`config.mk`:
```
export PLATFORM = sky130hd
export DESIGN_NAME = rr_arbiter_hs
export DESIGN_NICKNAME = d
export VERILOG_FILES = /design/src/rtl/arb_pkg.sv /design/src/rtl/rr_pick.sv /design/src/rtl/rr_arbiter_hs.sv
export SDC_FILE = /design/constraint.sdc
export NUM_CORES = 1
export LEC_CHECK = 0
export CAP_MARGIN = 10
export CORE_AREA = 2 2 39 41
export DETAILED_ROUTE_END_ITERATION = 16
export DIE_AREA = 0 0 41 43
export PLACE_DENSITY = 0.72
export SLEW_MARGIN = 10
export SYNTH_ARGS = -nofsm -noshare
export SYNTH_HDL_FRONTEND = slang
export SYNTH_HIERARCHICAL = 1
export SYNTH_SLANG_ARGS = --single-unit
```
`constraint.sdc`:
```
create_clock -name clk -period 3.1 [get_ports clk]
set_input_delay 0.62 -clock clk [delete_from_list [all_inputs] [get_ports clk]]
set_output_delay 0.62 -clock clk [all_outputs]
set_load 0.01 [all_outputs]
```
`src/rtl/arb_pkg.sv`:
```
// Shared types and helpers for the round-robin arbiter family.
// Optional lock feature of the arbiter is selected with the ARB_LOCK_EN macro.
package arb_pkg;

    typedef enum logic [0:0] {
        ARB_IDLE  = 1'b0,
        ARB_GRANT = 1'b1
    } arb_state_e;

    // Modulo-n increment: returns 0 once val reaches n-1, else val+1.
    function automatic logic [31:0] mod_inc(input logic [31:0] val, input logic [31:0] n);
        logic [31:0] res;
        if (val >= (n - 32'd1)) begin
            res = 32'd0;
        end else begin
            res = val + 32'd1;
        end
        return res;
    endfunction

endpackage

```
`src/rtl/rr_pick.sv`:
```
// Combinational rotating priority pick: returns the first set bit of vec
// scanning ptr, ptr+1, ..., N_REQ-1, 0, ..., ptr-1. Built as a doubled-vector
// priority encoder with a window of N_REQ bits starting at ptr.
module rr_pick #(
    parameter  int N_REQ = 4,
    localparam int ID_W  = $clog2(N_REQ)
) (
    input  logic [N_REQ-1:0] vec,
    input  logic [ID_W-1:0]  ptr,
    output logic             found,
    output logic [ID_W-1:0]  id
);

    logic [2*N_REQ-1:0] dbl_s;

    assign dbl_s = {vec, vec};

    // Scan the doubled vector inside the [ptr, ptr+N_REQ) window; first hit wins.
    always_comb begin
        logic hit;
        found = 1'b0;
        id    = {ID_W{1'b0}};
        hit   = 1'b0;
        for (int i = 0; i < 2 * N_REQ; i++) begin
            hit = dbl_s[i] && (i >= int'(ptr)) && (i < int'(ptr) + N_REQ) && !found;
            if (hit) begin
                found = 1'b1;
                id    = (i >= N_REQ) ? ID_W'(i - N_REQ) : ID_W'(i);
            end else begin
                id = id;
            end
        end
    end

endmodule

```
`src/rtl/rr_arbiter_hs.sv`:
```
// Round-robin arbiter with a registered grant held under a valid/ready
// handshake. Back-to-back grants on accept; the accepted requester is masked
// in its accept cycle so a single request is never granted twice.
// Optional: define ARB_LOCK_EN to add req_lock, letting a locked requester
// keep the grant across accepts without advancing the pointer.
module rr_arbiter_hs
    import arb_pkg::*;
#(
    parameter  int N_REQ = 4,
    localparam int ID_W  = $clog2(N_REQ)
) (
    input  logic             clk,
    input  logic             rst_n,
    input  logic [N_REQ-1:0] req,
`ifdef ARB_LOCK_EN
    input  logic [N_REQ-1:0] req_lock,
`endif
    input  logic             gnt_ready,
    output logic             gnt_valid,
    output logic [ID_W-1:0]  gnt_id,
    output logic [N_REQ-1:0] gnt_onehot
);

    arb_state_e       state_r;
    logic [ID_W-1:0]  ptr_r;
    logic             gnt_valid_r;
    logic [ID_W-1:0]  gnt_id_r;
    logic [N_REQ-1:0] gnt_onehot_r;

    logic [ID_W-1:0]  ptr_adv_s;
    logic [N_REQ-1:0] pick_vec_s;
    logic [ID_W-1:0]  pick_ptr_s;
    logic             pick_found_s;
    logic [ID_W-1:0]  pick_id_s;
    logic [N_REQ-1:0] pick_onehot_s;
    logic             hold_s;

    // Candidate selection: raw requests when idle, masked requests with the
    // advanced pointer when the current grant is being accepted.
    always_comb begin
        ptr_adv_s = ID_W'(mod_inc(32'(gnt_id_r), 32'(N_REQ)));
        if (state_r == ARB_GRANT) begin
            pick_vec_s = req & ~gnt_onehot_r;
            pick_ptr_s = ptr_adv_s;
        end else begin
            pick_vec_s = req;
            pick_ptr_s = ptr_r;
        end
    end

    rr_pick #(
        .N_REQ (N_REQ)
    ) u_pick (
        .vec   (pick_vec_s),
        .ptr   (pick_ptr_s),
        .found (pick_found_s),
        .id    (pick_id_s)
    );

    // One-hot decode of the winner for the registered one-hot output.
    always_comb begin
        pick_onehot_s = {N_REQ{1'b0}};
        for (int i = 0; i < N_REQ; i++) begin
            pick_onehot_s[i] = (pick_id_s == ID_W'(i));
        end
    end

`ifdef ARB_LOCK_EN
    assign hold_s = req_lock[gnt_id_r] & req[gnt_id_r];
`else
    assign hold_s = 1'b0;
`endif

    // Arbitration FSM: registers state, pointer and all grant outputs.
    always_ff @(posedge clk or negedge rst_n) begin
        if (!rst_n) begin
            state_r      <= ARB_IDLE;
            ptr_r        <= {ID_W{1'b0}};
            gnt_valid_r  <= 1'b0;
            gnt_id_r     <= {ID_W{1'b0}};
            gnt_onehot_r <= {N_REQ{1'b0}};
        end else begin
            case (state_r)
                ARB_IDLE: begin
                    if (|req) begin
                        state_r      <= ARB_GRANT;
                        gnt_valid_r  <= 1'b1;
                        gnt_id_r     <= pick_id_s;
                        gnt_onehot_r <= pick_onehot_s;
                    end else begin
                        gnt_valid_r  <= 1'b0;
                        gnt_onehot_r <= {N_REQ{1'b0}};
                    end
                end
                ARB_GRANT: begin
                    if (!gnt_ready) begin
                        // Committed grant: hold everything until accepted.
                        state_r <= ARB_GRANT;
                    end else if (hold_s) begin
                        // Locked requester keeps the grant; pointer stays.
                        state_r <= ARB_GRANT;
                    end else begin
                        ptr_r <= ptr_adv_s;
                        if (pick_found_s) begin
                            state_r      <= ARB_GRANT;
                            gnt_valid_r  <= 1'b1;
                            gnt_id_r     <= pick_id_s;
                            gnt_onehot_r <= pick_onehot_s;
                        end else begin
                            state_r      <= ARB_IDLE;
                            gnt_valid_r  <= 1'b0;
                            gnt_onehot_r <= {N_REQ{1'b0}};
                        end
                    end
                end
                default: begin
                    state_r      <= ARB_IDLE;
                    ptr_r        <= {ID_W{1'b0}};
                    gnt_valid_r  <= 1'b0;
                    gnt_id_r     <= {ID_W{1'b0}};
                    gnt_onehot_r <= {N_REQ{1'b0}};
                end
            endcase
        end
    end

    assign gnt_valid  = gnt_valid_r;
    assign gnt_id     = gnt_id_r;
    assign gnt_onehot = gnt_onehot_r;

endmodule

```
Power grid:
Bar = 10 microns. Pins as bars on the die edge. Tap cells in gray.
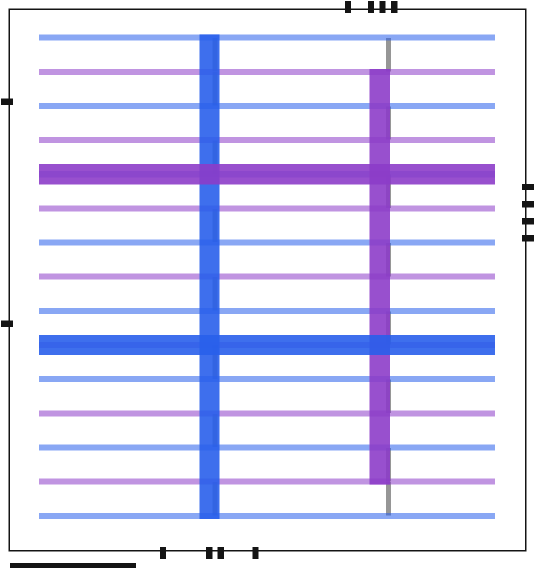
purple -> VDD
blue -> VSS
met1 rails = 15
met4 straps = 2
signal pins = 14
rows = 14
met5 straps = 2
area of the core: 0.00138 sq mm
floorplan die height: 43 microns

Placement by cell class:
Bar = 10 microns.
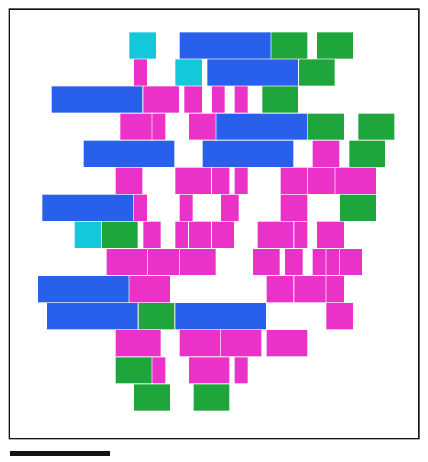
blue -> flops  # cells 10, share of their area 34%
magenta -> combinational and other logic  # cells 47, share of their area 45%
cyan -> clock drivers  # cells 3, share of their area 3.1%
green -> other buffers and delay cells  # cells 13, share of their area 18%
number of core rows: 14
Finished Cell Area: 753 sq um
post-layout util: 54.4%
fraction of area in registers: 33.2%

Routed clock nets over the placement:
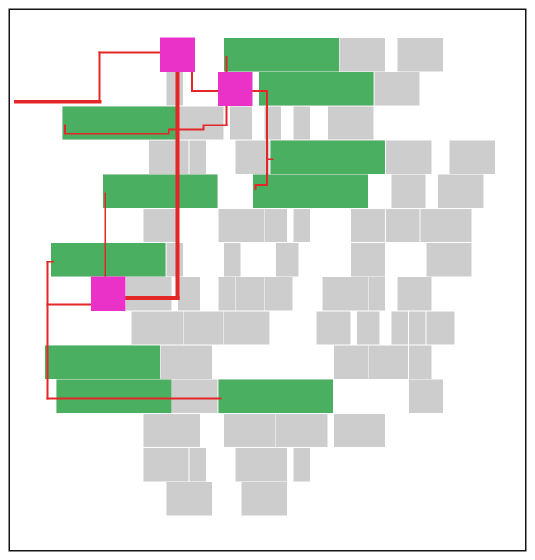
green -> flip-flops  # count 10
red -> clock wires  # length 117 microns
magenta -> clock drivers  # count 3
routed clock nets = 4
clock insertion delay at the later pin of the skew report: 260 ps
post-route clock skew: 1.36 ps

==> impl.org <==
#+TITLE: Physical design notes

** Synthesis
- AND/OR/NAND/NOR Cells, Area Fraction :: 19.5%
- Avg Cell Area, Syn :: 10.0 sq um
- Warning count from the yosys run :: 6
- FFs w/ async S/R, synth :: 100%
- In the post-synthesis netlist, the biggest area contributors are sky130_fd_sc_hd__dfrtp_1 (42%), sky130_fd_sc_hd__mux2_2 (11%), sky130_fd_sc_hd__a21boi_0 (5.1%), sky130_fd_sc_hd__nand2_1 (3.8%), sky130_fd_sc_hd__or4b_1 (3.4%).
- After synthesis, the share of cell area in mux cells is 11.4%.
- Post-Syn Nets :: 67
- For this run, the register share of the synthesized area comes to 42.4%.
- Number of instances in the synthesized netlist :: 59
- Post-Synth Adder-Cell Area :: 2.12%
- Of the total synthesized cell area, the portion taken by XOR and XNOR cells is 0%.
- Dominant combinational cell family by area after synthesis :: AND-OR/OR-AND gates
- The synthesized netlist contains 28 unique library cells.

** Worst setup path
- Crit path largest cell delay :: 540 ps
- Worst Path Max Fanout :: 5
- According to the timing report, the arrival time at the worst endpoint equals 2850 ps.
- Among all stages on the critical path, the largest delay is contributed by sky130_fd_sc_hd__a211oi_1.
- Category of cells accounting for the largest share of critical-path delay :: AND-OR/OR-AND gates
- Data on the critical path is required at its endpoint by 3280 ps.
- The worst setup path is launched from a primary input.

** Floorplanning
- Before placement the cells fill 42.7% of the core.
- In this run the full chip footprint comes out at 0.00176 sq mm.

** Detailed routing
- Detailed router's first-iteration violation count :: 4
- Per the detailed-route log, wirelength across all metal layers totals 1.20 mm.
- The routed layout has 493 vias.
- Avg Vias per Cell :: 5.54
- Remaining number of nets flagged by the antenna check after routing :: 0
- TritonRoute pass-1 iters :: 4
- Dividing the detail-routed wire length by the instance count gives 13.5 microns.

** Cells and area
- Layout net count :: 83
- Registers take 250 sq um.
- Excluding fillers, the count of instances in the completed layout stands at 89.
- Leaving out fill and tap cells, the most frequent cells in the layout are sky130_fd_sc_hd__clkdlybuf4s50_1 (13), sky130_fd_sc_hd__dfrtp_1 (10), sky130_fd_sc_hd__mux2_2 (6), sky130_fd_sc_hd__nand2_1 (6).
- Layout cells sized above 1 :: 17.8%
- Number of diodes :: 0
- Among logic cells in the layout, the one with the most instances is sky130_fd_sc_hd__clkdlybuf4s50_1.
- Relative to the synthesized area, the layout overhead comes to 27.5%.

** Power and ir drop
- The sequential power reported by the tool is 0.219 mW.
- Summing internal, switching and leakage power gives 0.654 mW.
- Net load switching power :: 0.241 mW
- Logic pwr share :: 53.8%
- In this run, power in combinational logic comes to 0.352 mW.
- Per the summary, power density relative to cell area is 869 mW/mm^2.
- The leakage power in the latest report is 0.308 nW.
- Relative contribution of sequential cells to total power :: 33.5%
- Clock group :: 0.0830 mW
- Looking at the power breakdown, the clock network takes 12.7% of the total.

** Clocking
- Buffers inserted to repair hold after CTS numbered 0.
- Number of setup buffers added after CTS :: 0
- Buffers from clock root to sink, at most :: 2
- The cell sitting at the root of the clock tree is a sky130_fd_sc_hd__clkbuf_4.
- The clock tree has to reach 10 sinks.
- H-Tree Depth :: 1

** STA
- RSZ-0062 raised after global routing :: false
- Fin crit share :: 85.9%
- Per the finish-stage timing summary, setup violations number 0.
- Final worst hold slack :: 513 ps
- Setup total negative slack on the finished layout was measured at 0 ps.
- Highest clock frequency the design can meet :: 375 MHz

** Status
- Result of the run :: complete, no violations

** Global route
- Global routing used 15.9% of the available tracks.
- Initial antenna violation count :: 0

** Placed design
- Placed inst area :: 731 sq um
- Timing analysis after detailed placement gives a worst setup slack of 220 ps.

** Flow run
- In this run the maximum-capacitance check reported violations numbering 0.

** Worst hold path
- Worst min path class :: reg2reg
## cell type report
cell class              count  share of cell area (%)
well taps                  16                    2.66
multi-input cells          44                    42.4
repair buffers             13                    17.3
flip-flops and latches     10                    33.2
clock buffers               3                    2.99
inverters                   3                    1.50
## registers in the layout, indices dropped and copies added (netlist names)
signal	flops
gnt_id	2
gnt_onehot	4
gnt_valid	1
ptr_r	2
state_r	1
## worst paths after layout
| check | startpoint | endpoint | slack (ps) | depth (start not counted) |
|---|---|---|---|---|
| worst min-delay path | ptr_r[1] | ptr_r[1] | 510 | 1 |
| max in group asynchronous | rst_n | state_r | 2140 | 1 |
| min in group asynchronous | rst_n | gnt_onehot[3] | 670 | 1 |
| worst min register to register | ptr_r[1] | ptr_r[1] | 510 | 1 |
| worst max register to register | gnt_id[0] | gnt_onehot[0] | 730 | 6 |
| worst max-delay path | req[3] | gnt_onehot[1] | 440 | 7 |
## cell families after synthesis
logic type,Yosys count
flops,10
simple gates,20
fa+ha+maj,1
compound gates,17
buf+inv,5
mux,6
## layer usage
metal | track usage (%) | vias up | part of all wire [%]
met5 | 0 | - | 0
met4 | 6.00 | 0 | 1.6
met3 | 3.14 | 2 | 5.6
met2 | 23.8 | 14 | 46
met1 | 22.0 | 229 | 46
li1 | - | 248 | -
## cells in the mapped netlist, types with 2 or more instances
cell / n
sky130_fd_sc_hd__a21boi_0: 4
sky130_fd_sc_hd__a21oi_1: 2
sky130_fd_sc_hd__dfrtp_1: 10
sky130_fd_sc_hd__inv_1: 2
sky130_fd_sc_hd__mux2_2: 6
sky130_fd_sc_hd__nand2_1: 6
sky130_fd_sc_hd__nor2_1: 4
sky130_fd_sc_hd__nor2b_1: 2
sky130_fd_sc_hd__nor3b_1: 2
sky130_fd_sc_hd__o21ai_1: 2
sky130_fd_sc_hd__or4b_1: 2
Power is estimated from default activity; no workload was simulated.
